Figure 1. Track usage over the die (run 1).
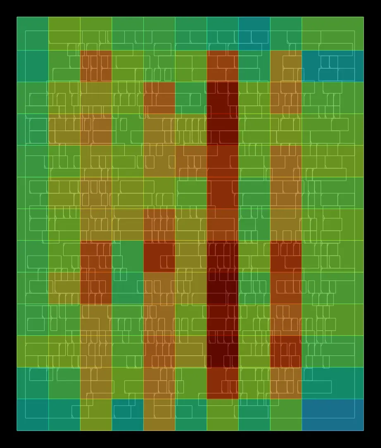
Figure 2. Pin placement (run 1).
Scale: 3 px per µm. Pins as bars across the die edge, other pins in gray.
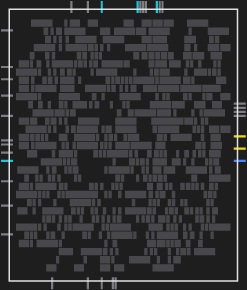
Figure 3. Wiring by layer (run 1).
Scale: 4 px per µm.
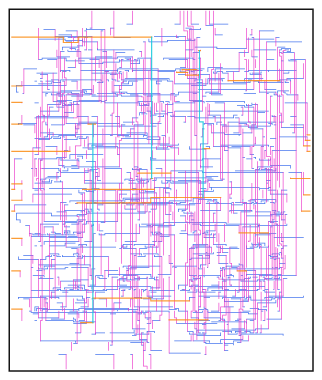
File: config.mk
export PLATFORM = sky130hd
export DESIGN_NAME = seg_scan_mux_flat
export DESIGN_NICKNAME = d
export VERILOG_FILES = /design/src/rtl/seg_scan_mux_if.sv /design/src/rtl/seg_scan_mux.sv /design/src/flat_wrapper.sv
export SDC_FILE = /design/constraint.sdc
export NUM_CORES = 1
export LEC_CHECK = 0
export ABC_AREA = 1
export CAP_MARGIN = 5
export CORE_ASPECT_RATIO = 1.2
export CORE_MARGIN = 1.5
export CORE_UTILIZATION = 48
export CTS_CLUSTER_SIZE = 8
export DETAILED_ROUTE_END_ITERATION = 12
export HOLD_SLACK_MARGIN = 0.12
export PLACE_DENSITY_LB_ADDON = 0.05
export SETUP_SLACK_MARGIN = 0.3
export SLEW_MARGIN = 20
export SYNTH_ARGS = -nofsm -noshare
export SYNTH_HDL_FRONTEND = slang
export SYNTH_SLANG_ARGS = --single-unit
File: constraint.sdc
create_clock -name clk -period 3.51 [get_ports clk]
set_input_delay 0.702 -clock clk [delete_from_list [all_inputs] [get_ports clk]]
set_output_delay 0.702 -clock clk [all_outputs]
set_load 0.02 [all_outputs]
File: src/rtl/seg_scan_mux_if.sv
// ============================================================================
// Module      : seg_scan_mux_if
// Description : Interface bundling the value/load/enable inputs and the
//               scanned display outputs of seg_scan_mux.
// Revision    : 1.0 - initial release
// ============================================================================
`default_nettype none

interface seg_scan_mux_if #(
    parameter int NUM_DIGITS = 4
);
    localparam int c_idx_w = $clog2(NUM_DIGITS);

    logic [4*NUM_DIGITS-1:0] value;
    logic                    load;
    logic [NUM_DIGITS-1:0]   digit_en;
    logic [3:0]              number;
    logic [NUM_DIGITS-1:0]   anode;
    logic [c_idx_w-1:0]      digit_idx;
    logic                    frame_tick;

    modport master (
        output value, load, digit_en,
        input  number, anode, digit_idx, frame_tick
    );

    modport slave (
        input  value, load, digit_en,
        output number, anode, digit_idx, frame_tick
    );
endinterface

`default_nettype wire

File: src/rtl/seg_scan_mux.sv
// ============================================================================
// Module      : seg_scan_mux
// Description : Time-multiplexed hex display scanner with frame-aligned
//               double buffering and per-slot dead-time blanking.
//               Define SEG_SCAN_LZB_EN to enable leading-zero blanking.
// Revision    : 1.0 - initial release
// ============================================================================
`default_nettype none

module seg_scan_mux #(
    parameter int NUM_DIGITS   = 4,
    parameter int REFRESH_DIV  = 100000,
    parameter int BLANK_CYCLES = 1000
) (
    input  wire logic         clk,
    input  wire logic         rst_n,
    seg_scan_mux_if.slave     bus
);
    localparam int c_idx_w = $clog2(NUM_DIGITS);
    localparam int c_cnt_w = $clog2(REFRESH_DIV);
    localparam int c_val_w = 4 * NUM_DIGITS;

    localparam logic [c_cnt_w-1:0]    c_cnt_last = c_cnt_w'(REFRESH_DIV - 1);
    localparam logic [c_cnt_w-1:0]    c_blank    = c_cnt_w'(BLANK_CYCLES);
    localparam logic [c_idx_w-1:0]    c_idx_last = c_idx_w'(NUM_DIGITS - 1);
    localparam logic [NUM_DIGITS-1:0] c_digit0   = NUM_DIGITS'(1);

    logic [c_cnt_w-1:0]    cnt_q, cnt_d;
    logic [c_idx_w-1:0]    idx_q, idx_d;
    logic [c_val_w-1:0]    pending_q, pending_d;
    logic [c_val_w-1:0]    active_q, active_d;
    logic                  pend_valid_q, pend_valid_d;
    logic [3:0]            number_q, number_d;
    logic [NUM_DIGITS-1:0] anode_q, anode_d;
    logic                  frame_tick_q, frame_tick_d;

    logic                  w_slot_end;
    logic                  w_frame_wrap;
    logic [NUM_DIGITS-1:0] w_lzb_dark;

    assign w_slot_end   = (cnt_q == c_cnt_last);
    assign w_frame_wrap = w_slot_end && (idx_q == c_idx_last);

`ifdef SEG_SCAN_LZB_EN
    // Walk down from the top nibble; a digit is dark while everything at or
    // above it is zero. Digit 0 is left out so a zero value still shows "0".
    always_comb begin
        logic zero_above;
        zero_above = 1'b1;
        w_lzb_dark = '0;
        for (int i = NUM_DIGITS - 1; i >= 1; i--) begin
            zero_above    = zero_above && (active_d[4*i +: 4] == 4'h0);
            w_lzb_dark[i] = zero_above;
        end
    end
`else
    assign w_lzb_dark = '0;
`endif

    always_comb begin
        cnt_d        = w_slot_end ? '0 : cnt_q + 1'b1;
        idx_d        = idx_q;
        pending_d    = pending_q;
        active_d     = active_q;
        pend_valid_d = pend_valid_q;

        if (w_slot_end) begin
            idx_d = w_frame_wrap ? '0 : idx_q + 1'b1;
        end

        if (bus.load) begin
            pending_d    = bus.value;
            pend_valid_d = 1'b1;
        end

        // A load landing on the boundary edge bypasses the pending buffer.
        if (w_frame_wrap) begin
            if (bus.load) begin
                active_d = bus.value;
            end else if (pend_valid_q) begin
                active_d = pending_q;
            end
            pend_valid_d = 1'b0;
        end
    end

    // Outputs are computed from next-state so they line up with digit_idx.
    always_comb begin
        number_d     = active_d[{idx_d, 2'b00} +: 4];
        frame_tick_d = w_frame_wrap;
        if ((cnt_d < c_blank) || !bus.digit_en[idx_d] || w_lzb_dark[idx_d]) begin
            anode_d = '1;
        end else begin
            anode_d = ~(c_digit0 << idx_d);
        end
    end

    always_ff @(posedge clk) begin
        if (!rst_n) begin
            cnt_q        <= '0;
            idx_q        <= '0;
            pending_q    <= '0;
            active_q     <= '0;
            pend_valid_q <= 1'b0;
            number_q     <= 4'h0;
            anode_q      <= '1;
            frame_tick_q <= 1'b0;
        end else begin
            cnt_q        <= cnt_d;
            idx_q        <= idx_d;
            pending_q    <= pending_d;
            active_q     <= active_d;
            pend_valid_q <= pend_valid_d;
            number_q     <= number_d;
            anode_q      <= anode_d;
            frame_tick_q <= frame_tick_d;
        end
    end

    assign bus.number     = number_q;
    assign bus.anode      = anode_q;
    assign bus.digit_idx  = idx_q;
    assign bus.frame_tick = frame_tick_q;

endmodule

`default_nettype wire

File: src/flat_wrapper.sv
// flat-port wrapper written by rule: the top's interface ports become plain ports
module seg_scan_mux_flat 
#(
    parameter int NUM_DIGITS   = 4,
    parameter int REFRESH_DIV  = 100000,
    parameter int BLANK_CYCLES = 1000
)
  (clk, rst_n, bus_value, bus_load, bus_digit_en, bus_number, bus_anode, bus_digit_idx, bus_frame_tick);
  seg_scan_mux_if #(.NUM_DIGITS(NUM_DIGITS)) bus_i ();
  input  wire logic clk;
  input  wire logic rst_n;
  input wire logic [$bits(bus_i.value)-1:0] bus_value;
  input wire logic [$bits(bus_i.load)-1:0] bus_load;
  input wire logic [$bits(bus_i.digit_en)-1:0] bus_digit_en;
  output wire logic [$bits(bus_i.number)-1:0] bus_number;
  output wire logic [$bits(bus_i.anode)-1:0] bus_anode;
  output wire logic [$bits(bus_i.digit_idx)-1:0] bus_digit_idx;
  output wire logic [$bits(bus_i.frame_tick)-1:0] bus_frame_tick;
  assign bus_i.value = bus_value;
  assign bus_i.load = bus_load;
  assign bus_i.digit_en = bus_digit_en;
  assign bus_number = bus_i.number;
  assign bus_anode = bus_i.anode;
  assign bus_digit_idx = bus_i.digit_idx;
  assign bus_frame_tick = bus_i.frame_tick;
  seg_scan_mux #(.NUM_DIGITS(NUM_DIGITS), .REFRESH_DIV(REFRESH_DIV), .BLANK_CYCLES(BLANK_CYCLES)) u_core (.clk(clk), .rst_n(rst_n), .bus(bus_i));
endmodule
==> flow_summary.json, run 1 <==
{
  "status": "finished, final reports clean",
  "cts_made_buffers": 9,
  "switchingPower_uw": 348,
  "dr_wl_met3_um": 222,
  "p_sw_share_pct": 22.8,
  "worst_pin_slew_ns": 0.905,
  "place_ws_ns": 1.04,
  "wl_um": 6990,
  "yosys-stat-area_mm2": 0.00303,
  "max-slew-margin-rel_pct": 39.7,
  "required_ns": 2.81,
  "holdWs_ns": 0.452,
  "syn-num-nets": 473,
  "nNetsFinal": 507,
  "reg2reg_from": "u_core.cnt_q[0]",
  "highest_layer": "met4",
  "ff2ff_path_depth": 12,
  "synthArstFlopShare_pct": 0,
  "io_pins": 34,
  "fp-utilization_pct": 50.1,
  "cts-root-buf": "clkbuf_8",
  "synth_top_cell_by_count": "nand2_1",
  "crit_path_start_kind": "flip-flop",
  "clk_pin_slew_worst_paths_ns": 0.07,
  "rows": 31,
  "clock_power_share_pct": 48.1,
  "htreeDepth": 3,
  "crit_path_top_delay_cell": "clkdlybuf4s50_1",
  "crit_start": "u_core.bus.digit_idx[0]",
  "syn_area_mm2": 0.00303,
  "rsz0062_at_grt": "false",
  "antenna_found_initial": 0,
  "grt_pass1_wl_um": 11700,
  "drt-met1-wl_um": 3040,
  "drc": 0,
  "register_area_mm2": 0.00122,
  "placeableCoreArea_mm2": 0.00605,
  "cts_resized": 0,
  "tool_warnings": 26,
  "max_clock_freq_ghz": 0.466,
  "seqPwrFrac_pct": 46.6,
  "cts_buffer_depth": 2,
  "gr-total-overflow": 0
}
Back to the opening pictures, Figure 1:
met2 global-route usage: 40.3%
global routing's busiest layer: met2
met3 Use GR: 5.27%
Layout Utilization: 60.5%
DR WL/cell: 12.3 µm

Back to the opening pictures, Figure 2:
Key: yellow = `bus_digit_idx` [pins 2, direction output, edge east]; blue = `bus_frame_tick` [pins 1, direction output, edge east]; cyan = `bus_number` [pins 4, direction output, edge 3 north, 1 west]

Back to the opening pictures, Figure 3:
Key: orange = met3 [wire length 223 µm]; magenta = met2 [wire length 3610 µm]; cyan = met4 [wire length 123 µm]; blue = met1 [wire length 3040 µm]

## run 1: flip-flops by register name, summed over array words and instances (netlist names)
| register | count |
|---|---|
| u_core.active_q | 16 |
| u_core.bus.anode | 4 |
| u_core.bus.digit_idx | 2 |
| u_core.bus.frame_tick | 1 |
| u_core.bus.number | 4 |
| u_core.cnt_q | 17 |
| u_core.pend_valid_q | 1 |
| u_core.pending_q | 16 |
## run 1: worst max-delay path by stage
stage	cells after the start	endpoint
floorplan	11	u_core.bus.number[0]
global placement	10	u_core.bus.number[0]
detailed placement	10	u_core.bus.number[1]
CTS	12	u_core.bus.number[0]
global route	10	u_core.bus.number[3]
finish	1	bus_digit_idx[0]
## run 1: final cells by class
class,count,share of cell area (%)
multi-input combinational,348,45.2
clock inverter,5,2.26
inverter,28,2.98
tap,82,2.80
sequential,61,33.4
timing repair buffer,34,9.23
clock buffer,11,4.14
## run 1: kinds of logic (layout without fill, tap and decap cells)
kind of cell,after synthesis,in the layout,share of synthesized area [%]
AND-OR/OR-AND,45,45,7.64
XOR/XNOR,4,4,1.16
adder cells (fa/ha/maj),2,2,0.825
buffers and inverters,39,78,5.16
flip-flops,61,61,40.3
AND/OR/NAND/NOR,297,297,44.9
## run 1: per-layer routing
metal	GRT usage [%]	up-vias
met5	0	-
met1	25.3	1283
met2	40.3	46
met4	8.48	0
li1	-	1495
met3	5.27	9
## run 1: power by group through the flow
stage | clock network (µW) | logic [µW] | registers (µW)
floorplan | 0 | 47.5 | 726
global placement | 0 | 80.1 | 729
detailed placement | 0 | 81.3 | 729
CTS | 744 | 81.5 | 713
global route | 773 | 91.2 | 714
finish | 736 | 80.7 | 713
--- run 2 (diff from run 1) ---
==> constraint.sdc (replaced) <==
create_clock -name clk -period 1.8 [get_ports clk]
set_input_delay 0.36 -clock clk [delete_from_list [all_inputs] [get_ports clk]]
set_output_delay 0.36 -clock clk [all_outputs]
set_load 0.02 [all_outputs]
==> run 2 against run 1 <==
  * The flow now finishes with violations (setup timing)
  * Wire length rose by 7.0%
  * Flip-flop count unchanged
  * Clock-buffer cell count up 1
  * Combinational power is 140% higher
  * Clock skew is 0.0025 ns lower
  * Core utilization rose by 8.4 points
  * Clock power is 51% higher
==> flow_summary.json, run 2 <==
{
  "worst_slack_ns": -0.0164,
  "max_clock_freq_ghz": 0.551,
  "clk_pin_slew_worst_paths_ns": 0.07,
  "antenna_found_initial": 0,
  "wl_um": 7490,
  "topCellsByArea": "dfxtp_1 (40%), nand2_1 (22%), nor2_1 (5.9%), a21oi_1 (5.6%), nand2_2 (3.3%)",
  "syn_area_mm2": 0.00303,
  "gr-total-overflow": 0,
  "slew_violations": 0,
  "violations": "setup timing",
  "place_ws_ns": -0.0302,
  "cts_buffer_depth": 2,
  "syn-num-nets": 473,
  "setup_viol": 1,
  "yosys-stat-area_mm2": 0.00303,
  "synthArstFlopShare_pct": 0,
  "yosysTopAreaCellShare_pct": 40.3,
  "required_ns": 2.08,
  "grt_pass1_wl_um": 12400,
  "fin_tns_setup_ns": -0.0164,
  "cts-root-buf": "clkbuf_8",
  "largest-register": "u_core.cnt_q",
  "rsz0062_at_grt": "true",
  "holdWs_ns": 0.460,
  "htreeDepth": 3,
  "crit_path_top_delay_cell": "dfxtp_2",
  "drtIter0Drc": 81,
  "largest_register_ffs": 17,
  "fin_area_mm2": 0.00417,
  "cts_made_buffers": 9,
  "nNetsFinal": 554,
  "io_pins": 34,
  "synth_top_cell_by_count": "nand2_1",
  "fp-utilization_pct": 50.1,
  "drc": 0,
  "wl_per_cell_um": 12.2,
  "max-slew-margin-rel_pct": 73.8,
  "ff_type": "dfxtp_1",
  "status": "finished, violations left",
  "tool_warnings": 29
}
==> run 2: where the power goes <==
part,switching [µW],internal [µW]
Clock,538,568
Combinational,99.2,92.2
Sequential,13.8,1380
==> run 2: timing repair <==
action,CTS,global route
resized,28,39
hold buffers,0,0
pin swaps,17,10
setup buffers,4,9
setup endpoints to repair,35,35
hold endpoints to repair,0,0
gates cloned,1,0
==> run 2: cell type report <==
type                    count  share of cell area (%)
repair buffers             80                    17.0
inverters                  28                    2.61
clock inverters             4                   0.541
flip-flops and latches     61                    29.6
multi-input cells         349                    44.0
clock buffers              12                    3.72
well taps                  82                    2.46
==> run 2: cells by family (layout without fill, tap and decap cells) <==
family                     Yosys count  count (layout)  synth area share, %
adders and majority gates            2               2                0.825
DFF                                 61              61                 40.3
and+or+nand+nor                    297             298                 44.9
xor gates and xnor gates             4               4                 1.16
buffers and inverters               39             124                 5.16
AOI/OAI and AO/OA                   45              45                 7.64
==> run 2: path summary, 6_finish.rpt <==
kind | depth (start not counted) | from | endpoint
worst max-delay path | 14 | u_core.cnt_q[1] | u_core.bus.number[0]
worst min-delay path | 2 | u_core.pending_q[12] | u_core.pending_q[12]
worst max register to register | 14 | u_core.cnt_q[1] | u_core.bus.number[0]
worst min register to register | 2 | u_core.pending_q[12] | u_core.pending_q[12]
==> run 2: per-layer routing <==
metal	track usage (%)	share of wire, %
met3	4.15	3.5
met1	28.0	42
met2	39.8	52
met4	11.2	2.3
met5	0	0
==> run 2: worst register-to-register path, cell delays in order, from the launching register on <==
cell and delay, ns:
dfxtp_2 0.35, ha_4 0.15, nand2_4 0.06, nor2_4 0.16
inv_2 0.07, nor2_4 0.12, nand3_4 0.10, nor2_4 0.22
buf_4 0.16, nand2_2 0.07, nand2_2 0.06, nand2_1 0.06
nand2_2 0.07, nor2_2 0.04, nor2_1 0.06
Figure 4. Wiring by layer (run 2).
Scale: 4 px per µm.
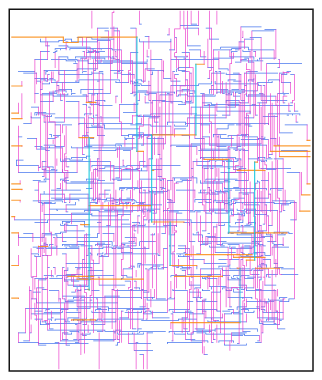
Key: orange = met3 [wire length 264 µm]; magenta = met2 [wire length 3920 µm]; blue = met1 [wire length 3130 µm]; cyan = met4 [wire length 173 µm]

Figure 5. Pin placement (run 2).
Scale: 3 px per µm. Pins as bars across the die edge, other pins in gray.
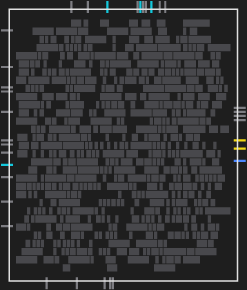
Key: blue = `bus_frame_tick` [pins 1, direction output, edge east]; yellow = `bus_digit_idx` [pins 2, direction output, edge east]; cyan = `bus_number` [pins 4, direction output, edge 3 north, 1 west]
All pins by edge: 12 west, 10 north, 7 east, 5 south.
chip height: 90.1 µm
Chip Width: 75.6 µm
Port-buffer cells: 33

Figure 6. Sequential cells grouped by signal name (run 2).
Scale: 3 px per µm.
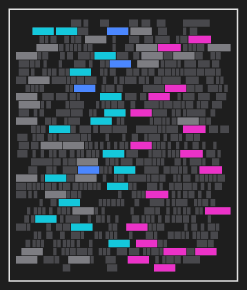
Key: magenta = `u_core.cnt_q` [sequential cells 17]; blue = `u_core.bus.number` [sequential cells 4]; cyan = `u_core.active_q` [sequential cells 16]
Another 24 sequential cells are not colored.
Seq power: 1390 µW
sequential cell area share: 29.6%
Layout Utilization: 68.8%
register area: 0.00123 mm²

Power figures rest on the tool's default switching activity, not on a simulated workload.
